## config.mk

```make
export PLATFORM = sky130hd
export DESIGN_NAME = hazard_unit_flat
export DESIGN_NICKNAME = d
export VERILOG_FILES = /design/src/rtl/hazard_unit_pkg.sv /design/src/rtl/hazard_unit_if.sv /design/src/rtl/hazard_unit_sat_counter.sv /design/src/rtl/hazard_unit.sv /design/src/flat_wrapper.sv
export SDC_FILE = /design/constraint.sdc
export NUM_CORES = 1
export LEC_CHECK = 0
export CAP_MARGIN = 10
export CORE_ASPECT_RATIO = 0.9
export CORE_UTILIZATION = 30
export DETAILED_ROUTE_END_ITERATION = 10
export MAX_ROUTING_LAYER = met4
export SKIP_CTS_REPAIR_TIMING = 1
export SLEW_MARGIN = 20
export SYNTH_ARGS = -nofsm -noshare
export SYNTH_HDL_FRONTEND = slang
export SYNTH_SLANG_ARGS = --single-unit
```

## constraint.sdc

```tcl
create_clock -name clk -period 9.84 [get_ports clk]
set_input_delay 2.952 -clock clk [delete_from_list [all_inputs] [get_ports clk]]
set_output_delay 2.952 -clock clk [all_outputs]
set_load 0.02 [all_outputs]
```

## src/rtl/hazard_unit_pkg.sv

```systemverilog
// hazard_unit_pkg: forward-select encodings, FSM states and register-match helpers
package hazard_unit_pkg;
    localparam logic [1:0] FWD_RF = 2'b00;
    localparam logic [1:0] FWD_W  = 2'b01;
    localparam logic [1:0] FWD_M  = 2'b10;

    typedef enum logic {RUN, STALL} state_e;

    // $zero is hardwired, so it can never create a dependency
    function automatic logic reg_hit(input logic [4:0] dst, input logic [4:0] src);
        return (dst != 5'd0) && (dst == src);
    endfunction

    function automatic logic [1:0] fwd_sel(input logic we_m, input logic [4:0] dst_m,
                                           input logic we_w, input logic [4:0] dst_w,
                                           input logic [4:0] src);
        return (we_m && reg_hit(dst_m, src)) ? FWD_M :
               (we_w && reg_hit(dst_w, src)) ? FWD_W : FWD_RF;
    endfunction
endpackage

```

## src/rtl/hazard_unit_if.sv

```systemverilog
// hazard_unit_if: pipeline-stage tags/controls in, stall/forward/stat signals out
interface hazard_unit_if #(parameter int CNT_W = 16);
    logic [4:0] rsD, rtD, rsE, rtE, WriteRegE, WriteRegM, WriteRegW;
    logic BranchD, RFWEE, MtoRFSelE, RFWEM, MtoRFSelM, RFWEW, CntClr;
    logic StallF, StallD, FlushE, ForwardAD, ForwardBD, HazErr;
    logic [1:0] ForwardAE, ForwardBE;
    logic [CNT_W-1:0] StallCycles, StallEvents;

    modport master (
        output rsD, rtD, rsE, rtE, WriteRegE, WriteRegM, WriteRegW,
               BranchD, RFWEE, MtoRFSelE, RFWEM, MtoRFSelM, RFWEW, CntClr,
        input  StallF, StallD, FlushE, ForwardAD, ForwardBD, HazErr,
               ForwardAE, ForwardBE, StallCycles, StallEvents
    );
    modport slave (
        input  rsD, rtD, rsE, rtE, WriteRegE, WriteRegM, WriteRegW,
               BranchD, RFWEE, MtoRFSelE, RFWEM, MtoRFSelM, RFWEW, CntClr,
        output StallF, StallD, FlushE, ForwardAD, ForwardBD, HazErr,
               ForwardAE, ForwardBE, StallCycles, StallEvents
    );
endinterface

```

## src/rtl/hazard_unit_sat_counter.sv

```systemverilog
// sat_counter: up-counter that sticks at all-ones; clear wins over increment
module sat_counter #(parameter int W = 16) (
    input  logic         clk,
    input  logic         RST,
    input  logic         inc_i,
    input  logic         clr_i,
    output logic [W-1:0] cnt_o
);
    logic [W-1:0] cnt_q, cnt_d;

    always_comb cnt_d = clr_i ? '0 : (inc_i && !(&cnt_q)) ? cnt_q + 1'b1 : cnt_q;

    always_ff @(posedge clk or posedge RST)
        if (RST) cnt_q <= '0;
        else     cnt_q <= cnt_d;

    assign cnt_o = cnt_q;
endmodule

```

## src/rtl/hazard_unit.sv

```systemverilog
// hazard_unit: load-use/branch stall detection, operand forwarding, stall FSM,
// stall watchdog and saturating stall statistics.
module hazard_unit
    import hazard_unit_pkg::*;
#(
    parameter int CNT_W     = 16,
    parameter int MAX_STALL = 4
) (
    input logic        clk,
    input logic        RST,
    hazard_unit_if.slave hz
);
    localparam int               RUN_W   = $clog2(MAX_STALL + 2);
    localparam logic [RUN_W-1:0] RUN_SAT = RUN_W'(MAX_STALL + 1);
    localparam logic [RUN_W-1:0] RUN_LIM = RUN_W'(MAX_STALL);

    logic lwstall, brstall, stall, dep_e, dep_m;
    state_e state_q, state_d;
    logic [RUN_W-1:0] run_q, run_d;
    logic hazerr_q, hazerr_d;

    always_comb begin
        dep_e   = reg_hit(hz.WriteRegE, hz.rsD) || reg_hit(hz.WriteRegE, hz.rtD);
        dep_m   = reg_hit(hz.WriteRegM, hz.rsD) || reg_hit(hz.WriteRegM, hz.rtD);
        lwstall = hz.MtoRFSelE && dep_e;
        brstall = hz.BranchD && ((hz.RFWEE && dep_e) || (hz.MtoRFSelM && dep_m));
        stall   = (lwstall || brstall) && !RST;
    end

    assign hz.StallF    = stall;
    assign hz.StallD    = stall;
    assign hz.FlushE    = stall || RST;
    assign hz.ForwardAE = RST ? FWD_RF : fwd_sel(hz.RFWEM, hz.WriteRegM, hz.RFWEW, hz.WriteRegW, hz.rsE);
    assign hz.ForwardBE = RST ? FWD_RF : fwd_sel(hz.RFWEM, hz.WriteRegM, hz.RFWEW, hz.WriteRegW, hz.rtE);
    assign hz.ForwardAD = !RST && hz.RFWEM && reg_hit(hz.WriteRegM, hz.rsD);
    assign hz.ForwardBD = !RST && hz.RFWEM && reg_hit(hz.WriteRegM, hz.rtD);

    // run_q counts consecutive stall cycles, starting at 1 on the RUN->STALL edge
    always_comb begin
        state_d  = stall ? STALL : RUN;
        run_d    = (hz.CntClr || !stall) ? '0 :
                   (state_q == RUN)      ? RUN_W'(1) :
                   (run_q == RUN_SAT)    ? run_q : run_q + 1'b1;
        hazerr_d = !hz.CntClr && (hazerr_q || (run_d > RUN_LIM));
    end

    always_ff @(posedge clk or posedge RST)
        if (RST) begin
            state_q  <= RUN;
            run_q    <= '0;
            hazerr_q <= 1'b0;
        end else begin
            state_q  <= state_d;
            run_q    <= run_d;
            hazerr_q <= hazerr_d;
        end

    assign hz.HazErr = hazerr_q;

    sat_counter #(.W(CNT_W)) u_cycles (
        .clk   (clk),
        .RST   (RST),
        .inc_i (stall),
        .clr_i (hz.CntClr),
        .cnt_o (hz.StallCycles)
    );

    sat_counter #(.W(CNT_W)) u_events (
        .clk   (clk),
        .RST   (RST),
        .inc_i (stall && (state_q == RUN)),
        .clr_i (hz.CntClr),
        .cnt_o (hz.StallEvents)
    );
endmodule

```

## src/flat_wrapper.sv

```systemverilog
// flat-port wrapper written by rule: the top's interface ports become plain ports
module hazard_unit_flat import hazard_unit_pkg::*;
#(
    parameter int CNT_W     = 16,
    parameter int MAX_STALL = 4
)
  (clk, RST, hz_rsD, hz_rtD, hz_rsE, hz_rtE, hz_WriteRegE, hz_WriteRegM, hz_WriteRegW, hz_BranchD, hz_RFWEE, hz_MtoRFSelE, hz_RFWEM, hz_MtoRFSelM, hz_RFWEW, hz_CntClr, hz_StallF, hz_StallD, hz_FlushE, hz_ForwardAD, hz_ForwardBD, hz_HazErr, hz_ForwardAE, hz_ForwardBE, hz_StallCycles, hz_StallEvents);
  hazard_unit_if #(.CNT_W(CNT_W)) hz_i ();
  input logic clk;
  input logic RST;
  input wire logic [$bits(hz_i.rsD)-1:0] hz_rsD;
  input wire logic [$bits(hz_i.rtD)-1:0] hz_rtD;
  input wire logic [$bits(hz_i.rsE)-1:0] hz_rsE;
  input wire logic [$bits(hz_i.rtE)-1:0] hz_rtE;
  input wire logic [$bits(hz_i.WriteRegE)-1:0] hz_WriteRegE;
  input wire logic [$bits(hz_i.WriteRegM)-1:0] hz_WriteRegM;
  input wire logic [$bits(hz_i.WriteRegW)-1:0] hz_WriteRegW;
  input wire logic [$bits(hz_i.BranchD)-1:0] hz_BranchD;
  input wire logic [$bits(hz_i.RFWEE)-1:0] hz_RFWEE;
  input wire logic [$bits(hz_i.MtoRFSelE)-1:0] hz_MtoRFSelE;
  input wire logic [$bits(hz_i.RFWEM)-1:0] hz_RFWEM;
  input wire logic [$bits(hz_i.MtoRFSelM)-1:0] hz_MtoRFSelM;
  input wire logic [$bits(hz_i.RFWEW)-1:0] hz_RFWEW;
  input wire logic [$bits(hz_i.CntClr)-1:0] hz_CntClr;
  output wire logic [$bits(hz_i.StallF)-1:0] hz_StallF;
  output wire logic [$bits(hz_i.StallD)-1:0] hz_StallD;
  output wire logic [$bits(hz_i.FlushE)-1:0] hz_FlushE;
  output wire logic [$bits(hz_i.ForwardAD)-1:0] hz_ForwardAD;
  output wire logic [$bits(hz_i.ForwardBD)-1:0] hz_ForwardBD;
  output wire logic [$bits(hz_i.HazErr)-1:0] hz_HazErr;
  output wire logic [$bits(hz_i.ForwardAE)-1:0] hz_ForwardAE;
  output wire logic [$bits(hz_i.ForwardBE)-1:0] hz_ForwardBE;
  output wire logic [$bits(hz_i.StallCycles)-1:0] hz_StallCycles;
  output wire logic [$bits(hz_i.StallEvents)-1:0] hz_StallEvents;
  assign hz_i.rsD = hz_rsD;
  assign hz_i.rtD = hz_rtD;
  assign hz_i.rsE = hz_rsE;
  assign hz_i.rtE = hz_rtE;
  assign hz_i.WriteRegE = hz_WriteRegE;
  assign hz_i.WriteRegM = hz_WriteRegM;
  assign hz_i.WriteRegW = hz_WriteRegW;
  assign hz_i.BranchD = hz_BranchD;
  assign hz_i.RFWEE = hz_RFWEE;
  assign hz_i.MtoRFSelE = hz_MtoRFSelE;
  assign hz_i.RFWEM = hz_RFWEM;
  assign hz_i.MtoRFSelM = hz_MtoRFSelM;
  assign hz_i.RFWEW = hz_RFWEW;
  assign hz_i.CntClr = hz_CntClr;
  assign hz_StallF = hz_i.StallF;
  assign hz_StallD = hz_i.StallD;
  assign hz_FlushE = hz_i.FlushE;
  assign hz_ForwardAD = hz_i.ForwardAD;
  assign hz_ForwardBD = hz_i.ForwardBD;
  assign hz_HazErr = hz_i.HazErr;
  assign hz_ForwardAE = hz_i.ForwardAE;
  assign hz_ForwardBE = hz_i.ForwardBE;
  assign hz_StallCycles = hz_i.StallCycles;
  assign hz_StallEvents = hz_i.StallEvents;
  hazard_unit #(.CNT_W(CNT_W), .MAX_STALL(MAX_STALL)) u_core (.clk(clk), .RST(RST), .hz(hz_i));
endmodule
```

==> ci_impl_report.md, run 1 <==
## PnR job results

| Metric | Value |
|---|---|
| Die Height | `90.8 um` |
| Commonest flop | `dfrtp_1` |
| F_max | `118 MHz` |
| Data arrival, critical path | `5500 ps` |
| Most frequent logic cell in the layout | `clkdlybuf4s50_1` |
| HPWL Detailed | `5220 um` |
| Setup CP Type | `input port to output port` |
| Switch share | `25.5%` |
| Port-buffer cells | `85` |
| Top-count cell post-synth | `dfrtp_1` |
| Critical path endpoint | `hz_ForwardBE[0]` |
| Clk cell area share | `2.77%` |
| Pwr Total | `329 uW` |
| Max-area cell share | `35.2%` |
| Comb group | `57.6 uW` |
| # Taps | `119` |
| Vias | `2507` |
| Hold crit path type | `register to register` |
| Max Transition Viols Final | `0` |
| CP peak stage delay | `600 ps` |
| CP cell instances | `clkdlybuf4s50_1 > or4_1 > o21ai_0 > nor4_1 > nand3_1 > and4_1 > clkdlybuf4s50_1` |
| Top power group | `sequential cells` |
| Setup crit end kind | `output port` |
| Yosys cell types | `45` |
| Min Tclk post-route | `8450 ps` |
| Area grow syn2layout | `39.1%` |
| FFs w/ async S/R, synth | `100%` |
| GRT Total Usage | `15.8%` |
| Tcrit/Tclk final | `85.8%` |
| Reg2Reg Setup Slack | `6980 ps` |
| Vias/cell | `5.09` |
| Combinational fraction of design power | `17.5%` |
| Seq_cells | `37` |
| Logic area | `1600 um^2` |
| Static Leak | `0.00134 uW` |
| Final #Nets | `421` |
| Worst clock skew | `8.42 ps` |
| CTS clk-pin slew, worst paths | `70 ps` |
| Largest net degree at the start of global routing | `39` |
| Max clock buf depth | `2` |
| Internal power | `245 uW` |
| HP Start | `u_core.hz.HazErr` |
| Worst slack, placed | `1350 ps` |
| Met1 Resource Use GR | `21.1%` |
| R2R Path Start | `u_core.u_events.cnt_o[7]` |
| Met1 wire length | `3200 um` |
| Root Buffer | `clkbuf_8` |
| Ys flops | `37` |
| Hold path depth | `2` |
| Status | `complete, no violations` |
| Power share of the sequential group | `46.6%` |
| Core area | `8530 um^2` |
| Largest cell class | `multi-input combinational cells` |
| TritonCTS clock tree | `built` |
| DRT Wirelength | `6890 um` |
| Routed wire length on met2 | `3190 um` |
| Worst skew pair latency | `290 ps` |
| OpenROAD warnings | `27` |
| GRT met2 Usage | `24.7%` |
| Synth warnings | `0` |
| Diodes inserted | `0` |
| Power in the clock group | `118 uW` |
| Metal3 WL | `398 um` |
| Critical path's slowest cell | `clkdlybuf4s50_1` |
| Clk sinks | `37` |
| Aoi share | `16.7%` |
| Final number of hold-violating endpoints | `0` |
| Actual slew at the worst max-slew pin | `723 ps` |
| H-tree Lvls | `2` |
| Setup TNS | `0 ps` |
| Most instantiated logic cells after routing | `clkdlybuf4s50_1 (85), dfrtp_1 (37), xor2_1 (33)` |
==> run_1/metal_stack.png <==
Two of the layers only.
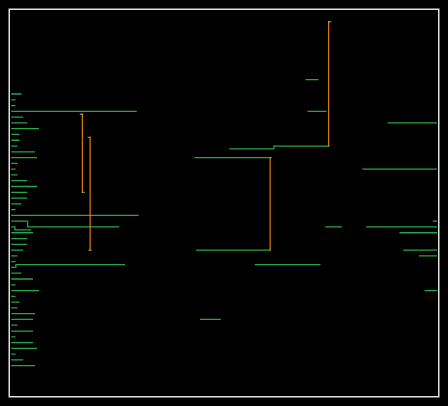
layer	colour	wire length
met4	orange	95.9 um
met3	green	398 um

==> run_1/registers.png <==
Bar = 20 um.
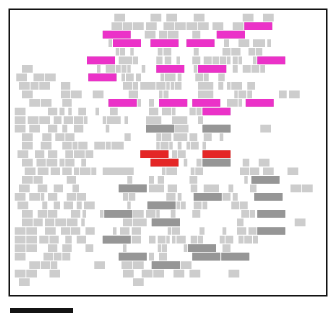
netlist name	colour	sequential cells
u_core.u_cycles.cnt_o	magenta	16
u_core.run_q	red	3
Sequential Area: 926 um^2
Seq power: 153 uW
Seq/total area: 25.3%

==> run_1/drive_strength.png <==
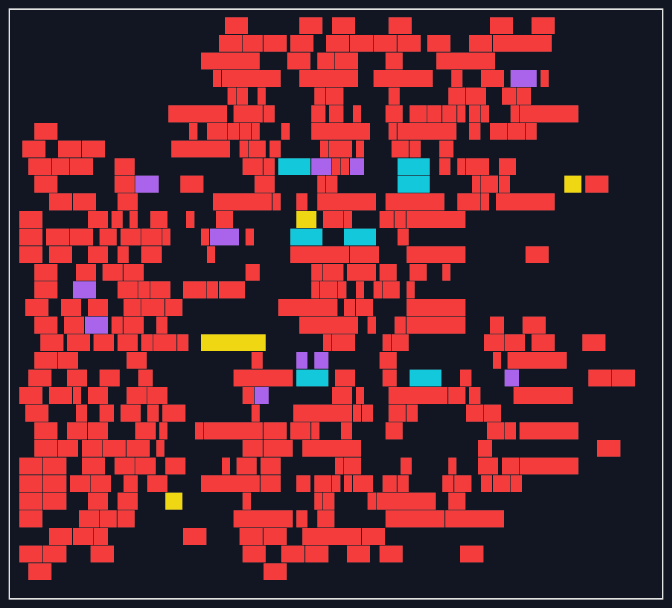
size	colour	cells
drive 1 or less	red	352
drive 2	purple	11
drive 3 to 4	yellow	4
drive 6 and up	cyan	7
Non-CTS buffers: 87
Final Instance Area: 3660 um^2

==> run_1/final_congestion.png <==
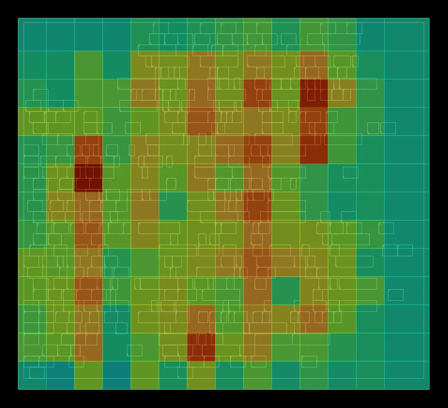
met3 Use GR: 2.94%
GR peak layer: met2
final core utilization: 42.9%

==> run 2, diff against run 1 <==
--- a/config.mk
+++ b/config.mk
@@ -5,6 +5,7 @@
 export SDC_FILE = /design/constraint.sdc
 export NUM_CORES = 1
 export LEC_CHECK = 0
+export ABC_AREA = 1
 export CAP_MARGIN = 10
 export CORE_ASPECT_RATIO = 0.9
 export CORE_UTILIZATION = 30
==> run 2 against run 1 <==
Against the previous run: count of clock-buffer cells in the layout is 1 lower; hold slack better by 69 ps; maximum frequency is 5.0% higher; critical path type unchanged; critical endpoint is now hz_StallF; highest routed layer unchanged.
==> ci_impl_report.md, run 2 <==
## PnR job results

| Metric | Value |
|---|---|
| Status | `complete, no violations` |
| Worst slack, placed | `1780 ps (+435 ps)` |
| Tcrit/Tclk final | `81.8% (-4.1 points)` |
| Comb group | `77.4 uW (+34%)` |
| Sequential Area | `926 um^2 (unchanged)` |
| Worst clock skew | `5.07 ps (-3.35 ps)` |
| Static Leak | `0.00182 uW (+36%)` |
| Setup TNS | `0 ps (unchanged)` |
| Combinational fraction of design power | `22.8% (+5.3 points)` |
| Ys flops | `37 (unchanged)` |
| Top-count cell post-synth | `nand2_1` |
| Vias/cell | `4.65 (-8.5%)` |
| Internal power | `240 uW (-2.2%)` |
| TritonCTS clock tree | `built` |
| Aoi share | `3.85% (-13 points)` |
| H-tree Lvls | `2 (unchanged)` |
| # Taps | `126 (+5.9%)` |
| Met3 Use GR | `2.68% (-0.26 points)` |
| Adder Area Share | `1.66%` |
| FFs w/ async S/R, synth | `100% (unchanged)` |
| Min Tclk post-route | `8050 ps (-401 ps)` |
| Clk sinks | `37 (unchanged)` |
| Most instantiated logic cells after routing | `nand2_1 (121), clkdlybuf4s50_1 (85), nor2_1 (66)` |
| CP cell instances | `clkdlybuf4s50_1 > xnor2_1 > nand2_1 > nor2_1 > nand2_1 > nand2_1 > nand2_1 > nand2_2 > inv_2 > nor2_8 > clkdlybuf4s50_1` |
| Port-buffer cells | `85 (unchanged)` |
| R2R Path Start | `u_core.u_events.cnt_o[0]` |
| Max Transition Viols Final | `0 (unchanged)` |
| GRT Total Usage | `16.6% (+0.76 points)` |
| Vias in the first global route | `2970` |
| GR peak layer | `met2` |
| CLK BUF | `6` |
| Die width | `108 um` |
| Seq/total area | `22.9% (-2.4 points)` |
| Largest cell class | `multi-input combinational cells` |
| Data arrival, critical path | `5090 ps (-410 ps)` |
| Synth warnings | `0 (unchanged)` |
| Hold path depth | `2 (unchanged)` |
| Final number of hold-violating endpoints | `0 (unchanged)` |
| Root Buffer | `clkbuf_8` |
| Power in the clock group | `104 uW (-10%)` |
| Hold crit path type | `register to register` |
| HP Start | `u_core.hz.HazErr` |
| F_max | `124 MHz (+5.0%)` |
| Top power group | `sequential cells` |
| Pwr Total | `340 uW (+3.4%)` |
| Reg2Reg Setup Slack | `7070 ps (+90 ps)` |
| Vias | `3070 (+22%)` |
| Logic area | `1830 um^2 (+14%)` |
| Critical path endpoint | `hz_StallF` |
| DRT Wirelength | `8160 um (+18%)` |
| Setup crit end kind | `output port` |
| Core area | `9740 um^2 (+14%)` |
| Diodes inserted | `0 (unchanged)` |
| Met1 Resource Use GR | `22.0% (+0.92 points)` |
| PwrDens | `84.0 nW/um^2` |
| Largest net degree at the start of global routing | `41 (+5.1%)` |
| Power share of the sequential group | `46.7% (about the same)` |
| CTS clk-pin slew, worst paths | `80 ps (about the same)` |
| Switch share | `29.5% (+4.0 points)` |
| Final #Nets | `581 (+38%)` |
| Actual slew at the worst max-slew pin | `699 ps (-23.8 ps)` |
| Routed wire length on met2 | `3690 um (+16%)` |
| XOR/XNOR Fraction of Synth Area | `14.5%` |
| HPWL Detailed | `6330 um (+21%)` |
| Commonest flop | `dfrtp_1` |
| OpenROAD warnings | `27 (unchanged)` |
| Finish-stage setup viols | `0` |
| Seq_cells | `37 (unchanged)` |
| Setup CP Type | `input port to output port` |
| Metal3 WL | `269 um (-32%)` |
| Worst skew pair latency | `290 ps (about the same)` |
| GRT met2 Usage | `26.6% (+1.9 points)` |
| CP peak stage delay | `640 ps (+40 ps)` |
| Die Height | `97.2 um (+7.1%)` |
| Uppermost layer routed | `met4` |
| Layout cells sized above 1 | `3.93%` |
| Clk cell area share | `2.04% (-0.73 points)` |
| Critical path's slowest cell | `clkdlybuf4s50_1` |
| Yosys cell types | `31 (-31%)` |
| Seq power | `159 uW (+4%)` |
| Max clock buf depth | `2 (unchanged)` |
| Met1 wire length | `4150 um (+30%)` |
==> run_2/drive_strength.png <==
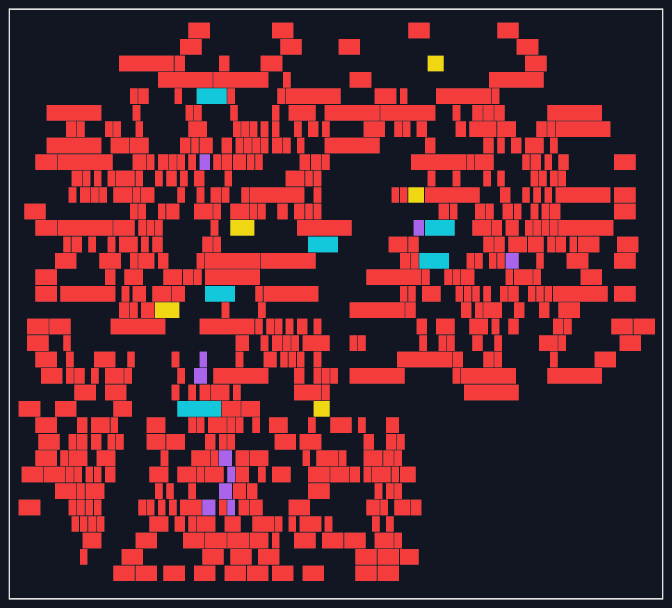
size	colour	cells
drive 1 or less	red	513
drive 2	purple	10
drive 6 and up	cyan	6
drive 3 to 4	yellow	5
area grow syn2layout: 33.9%
Final Instance Area: 4050 um^2
Non-CTS buffers: 88
PnR worst setup slack: 1790 ps

==> run_2/gate_families.png <==
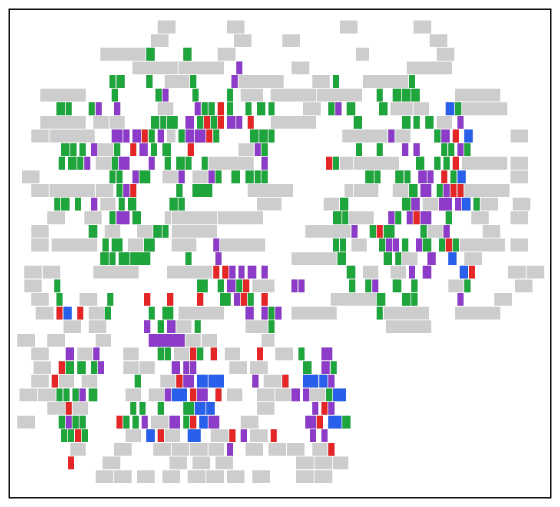
family	colour	cells
NAND gates	green	181
inverters	red	49
NOR gates	purple	98
inverting AOI/OAI gates	blue	19
most frequent logic cell in the layout: nand2_1
Post-Layout Cell Count: 660
logic share of the area: 45.1%

==> run 3, diff against run 2 <==
==> constraint.sdc (replaced) <==
create_clock -name clk -period 7.7 [get_ports clk]
set_input_delay 2.31 -clock clk [delete_from_list [all_inputs] [get_ports clk]]
set_output_delay 2.31 -clock clk [all_outputs]
set_load 0.02 [all_outputs]
==> run 3 against run 2 <==
Against the previous run: power up 34%; synthesized cell count unchanged; clock skew down 1.5 ps; area after synthesis unchanged; register-to-register slack worse by 2100 ps; sequential share of layout area down 0.11 points; final cell count unchanged; non-clock buffer count unchanged; die size unchanged; sequential power up 28%; final area up 0.46%; utilization up 0.19 points; largest power group unchanged.
==> ci_impl_report.md, run 3 <==
## PnR job results

| Metric | Value |
|---|---|
| Main logic family | `simple AND/OR/NAND/NOR gates` |
| Routed len/inst | `12.4 um` |
| Final #Nets | `581 (unchanged)` |
| Synth Seq Share | `30.6%` |
| Max-slew headroom | `54.6%` |
| Adder Area Share | `1.66% (unchanged)` |
| Synth cell count leaders | `nand2_1 (121), nor2_1 (66), nand3_1 (48)` |
| HP Start | `u_core.hz.HazErr` |
| Met1 wire length | `3990 um (-3.9%)` |
| Pwr Total | `454 uW (+34%)` |
| Worst path bufs/invs | `4` |
| R2R Path Start | `u_core.u_events.cnt_o[0]` |
| Worst skew pair latency | `290 ps (about the same)` |
| VDD IR-drop max | `0.0660 mV` |
| DRT Wirelength | `8190 um (+0.27%)` |
| Diodes inserted | `0 (unchanged)` |
| Vias in the first global route | `3022 (+1.8%)` |
| Worst slack, placed | `941 ps (-843 ps)` |
| Clk cell area share | `2.49% (+0.45 points)` |
| CP peak stage delay | `630 ps (about the same)` |
| Layout cells sized above 1 | `4.12% (+0.19 points)` |
| Top cells, area | `dfrtp_1 (31%), nand2_1 (15%), xor2_1 (9.3%)` |
| 1st-iter DRT viols | `154` |
| Post-Layout Cell Count | `660 (unchanged)` |
| Setup crit end kind | `output port` |
| Non-CTS buffers | `88 (unchanged)` |
| Max-cap violations | `0` |
| Static Leak | `0.00183 uW (+0.51%)` |
| Power in the clock group | `152 uW (+46%)` |
| H-tree Lvls | `2 (unchanged)` |
| Cell mode on critical path | `nand2_1` |
| Status | `complete, no violations` |
| Ys flops | `37 (unchanged)` |
| RSZ-0062 raised after global routing | `false` |
| Metal3 WL | `425 um (+58%)` |
| Switch Pwr | `130 uW` |
| Critical path endpoint | `hz_StallF` |
| Most frequent logic cell in the layout | `nand2_1` |
| Seq/total area | `22.8% (-0.11 points)` |
| Max-area cell share | `30.6%` |
| Hold path depth | `2 (unchanged)` |
| Crit path from | `hz_WriteRegM[0]` |
| Internal power | `324 uW (+35%)` |
| Commonest flop | `dfrtp_1` |
| Reg2Reg Setup Slack | `4930 ps (-2140 ps)` |
| Most instantiated logic cells after routing | `nand2_1 (121), clkdlybuf4s50_1 (85), nor2_1 (66)` |
| Rows | `34` |
| Top power group | `sequential cells` |
| Max Transition Viols Final | `0 (unchanged)` |
| Core area | `9740 um^2 (unchanged)` |
| Top-count cell post-synth | `nand2_1` |
| Max clock buf depth | `2 (unchanged)` |
| Worst clock skew | `3.61 ps (-1.45 ps)` |
| GPL Wtd Cong | `0.894` |
| Power share of the sequential group | `44.7% (-2.0 points)` |
| Mux area share | `0%` |
| Setup CP Type | `input port to output port` |
| Min Tclk post-route | `6730 ps` |
| Switch share | `28.6% (-0.93 points)` |
| CP delay by family, top | `buffers and inverters` |
| Leading area contributor after synthesis | `dfrtp_1` |
| Area grow syn2layout | `34.6%` |
| Synth warnings | `0 (unchanged)` |
| Comb group | `98.9 uW (+28%)` |
| Routed wire length on met2 | `3690 um (about the same)` |
| TritonCTS clock tree | `built` |
| Mapped Cells | `454` |
| Port-buffer cells | `85 (unchanged)` |
| Tcrit/Tclk final | `87.4%` |
| Drt pass-1 iters | `5` |
| GRT Total Usage | `17.0% (+0.38 points)` |
| NonClk Buf Share | `21.5%` |
| Uppermost layer routed | `met4` |
| Vias | `3089 (+0.62%)` |
| Grt total ovfl | `0` |
| Die Height | `97.2 um (unchanged)` |
| Avg Inst Size Synth | `6.66 um^2` |
| Crit Reg-Reg Endpoint | `u_core.u_events.cnt_o[4]` |
| HPWL Detailed | `6280 um (-0.79%)` |
| Initial antenna violation count | `0` |
| Met1 Resource Use GR | `22.7% (+0.72 points)` |
| PwrDens | `112 nW/um^2 (+33%)` |
| Fillers | `1033` |
| Die width | `108 um (unchanged)` |
| Ys cells | `454` |
| Clk sinks | `37 (unchanged)` |
| Seq power | `203 uW (+28%)` |
| Seq_cells | `37 (unchanged)` |
| PnR worst setup slack | `972 ps (-822 ps)` |
| First-pass GRT wire length | `13900 um` |
| Largest cell class | `multi-input combinational cells` |
| CP cell instances | `clkdlybuf4s50_1 > inv_1 > nand2_2 > nor2_2 > nor2_1 > nand2_1 > nand2_1 > nand2_1 > nand2_2 > inv_2 > nor2_8 > clkdlybuf4s50_1` |
| CTS clk-pin slew, worst paths | `70 ps (about the same)` |
| Combinational fraction of design power | `21.8% (-1.0 points)` |
| Sequential Area | `926 um^2 (unchanged)` |
| Largest net degree at the start of global routing | `41 (unchanged)` |
| F_max | `149 MHz` |
| Met3 Use GR | `2.75% (+0.067 points)` |
| Aoi share | `3.85% (unchanged)` |
| Yosys cell types | `31 (unchanged)` |
| Inverters | `49` |
| GRT met2 Usage | `26.2% (-0.39 points)` |
| Post-Syn Area | `3020 um^2` |
| Total die size | `10500 um^2` |
| Multi-input gates | `352` |
| XOR/XNOR Fraction of Synth Area | `14.5% (unchanged)` |
| Finish-stage setup viols | `0 (unchanged)` |
| Actual slew at the worst max-slew pin | `679 ps (-19.9 ps)` |
| CP max FO | `8` |
| Post-synth EDFFs | `0` |
| Setup TNS | `0 ps (unchanged)` |
| Required @ worst endpoint | `5390 ps` |
| Vias/cell | `4.68 (+0.62%)` |
| GR peak layer | `met2` |
| Root Buffer | `clkbuf_8` |
| Reg2Reg Depth | `9` |
| Critical path's slowest cell | `clkdlybuf4s50_1` |
| Logic area | `1830 um^2 (unchanged)` |
| Ports | `86` |
| Mapped Nets | `502` |
| Drt drc | `0` |
| Hold crit path type | `register to register` |
| CTS Buf Count | `5` |
| FFs w/ async S/R, synth | `100% (unchanged)` |
| OpenROAD warnings | `27 (unchanged)` |
| Final number of hold-violating endpoints | `0 (unchanged)` |
| YS chip area | `3020 um^2` |
| Routed Antenna Nets | `0` |
| Fp_density | `31.0%` |
| Stages on the worst setup path | `12` |
| Data arrival, critical path | `4420 ps (-670 ps)` |
| # Taps | `126 (unchanged)` |
| Min-Delay Endpoint | `u_core.hz.HazErr` |
| Placed cells | `652` |
| Area post-placement | `3970 um^2` |
| Final core utilization | `41.8%` |
| CLK BUF | `7 (+1)` |
| Min Hold Slack | `566 ps` |
| Final Instance Area | `4070 um^2 (+0.46%)` |
==> run_3/gate_families.png <==
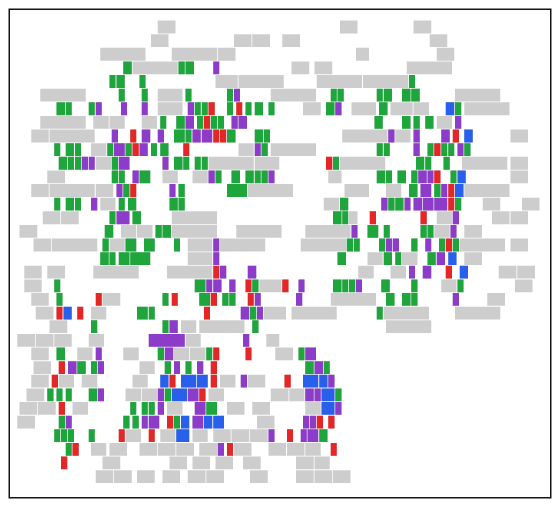
logic share of the area: 44.9%

==> run_3/drive_strength.png <==
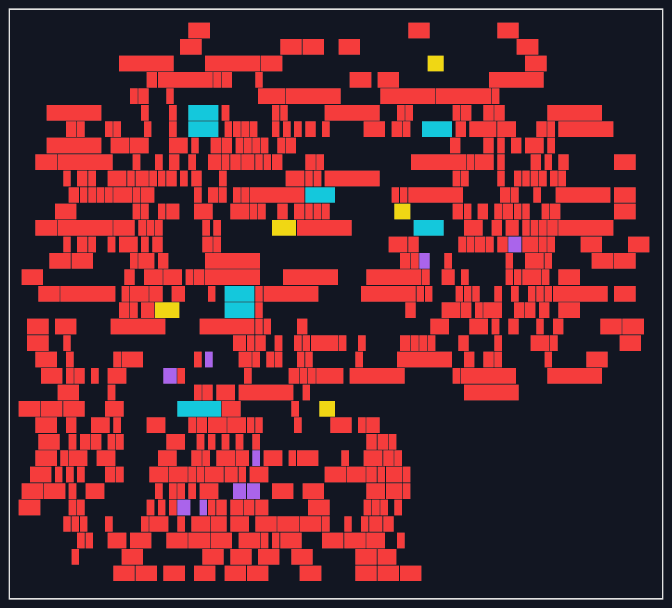
size	colour	cells
drive 2	purple	9
drive 3 to 4	yellow	5
drive 1 or less	red	512
drive 6 and up	cyan	8

Power and IR drop assume default switching activity.
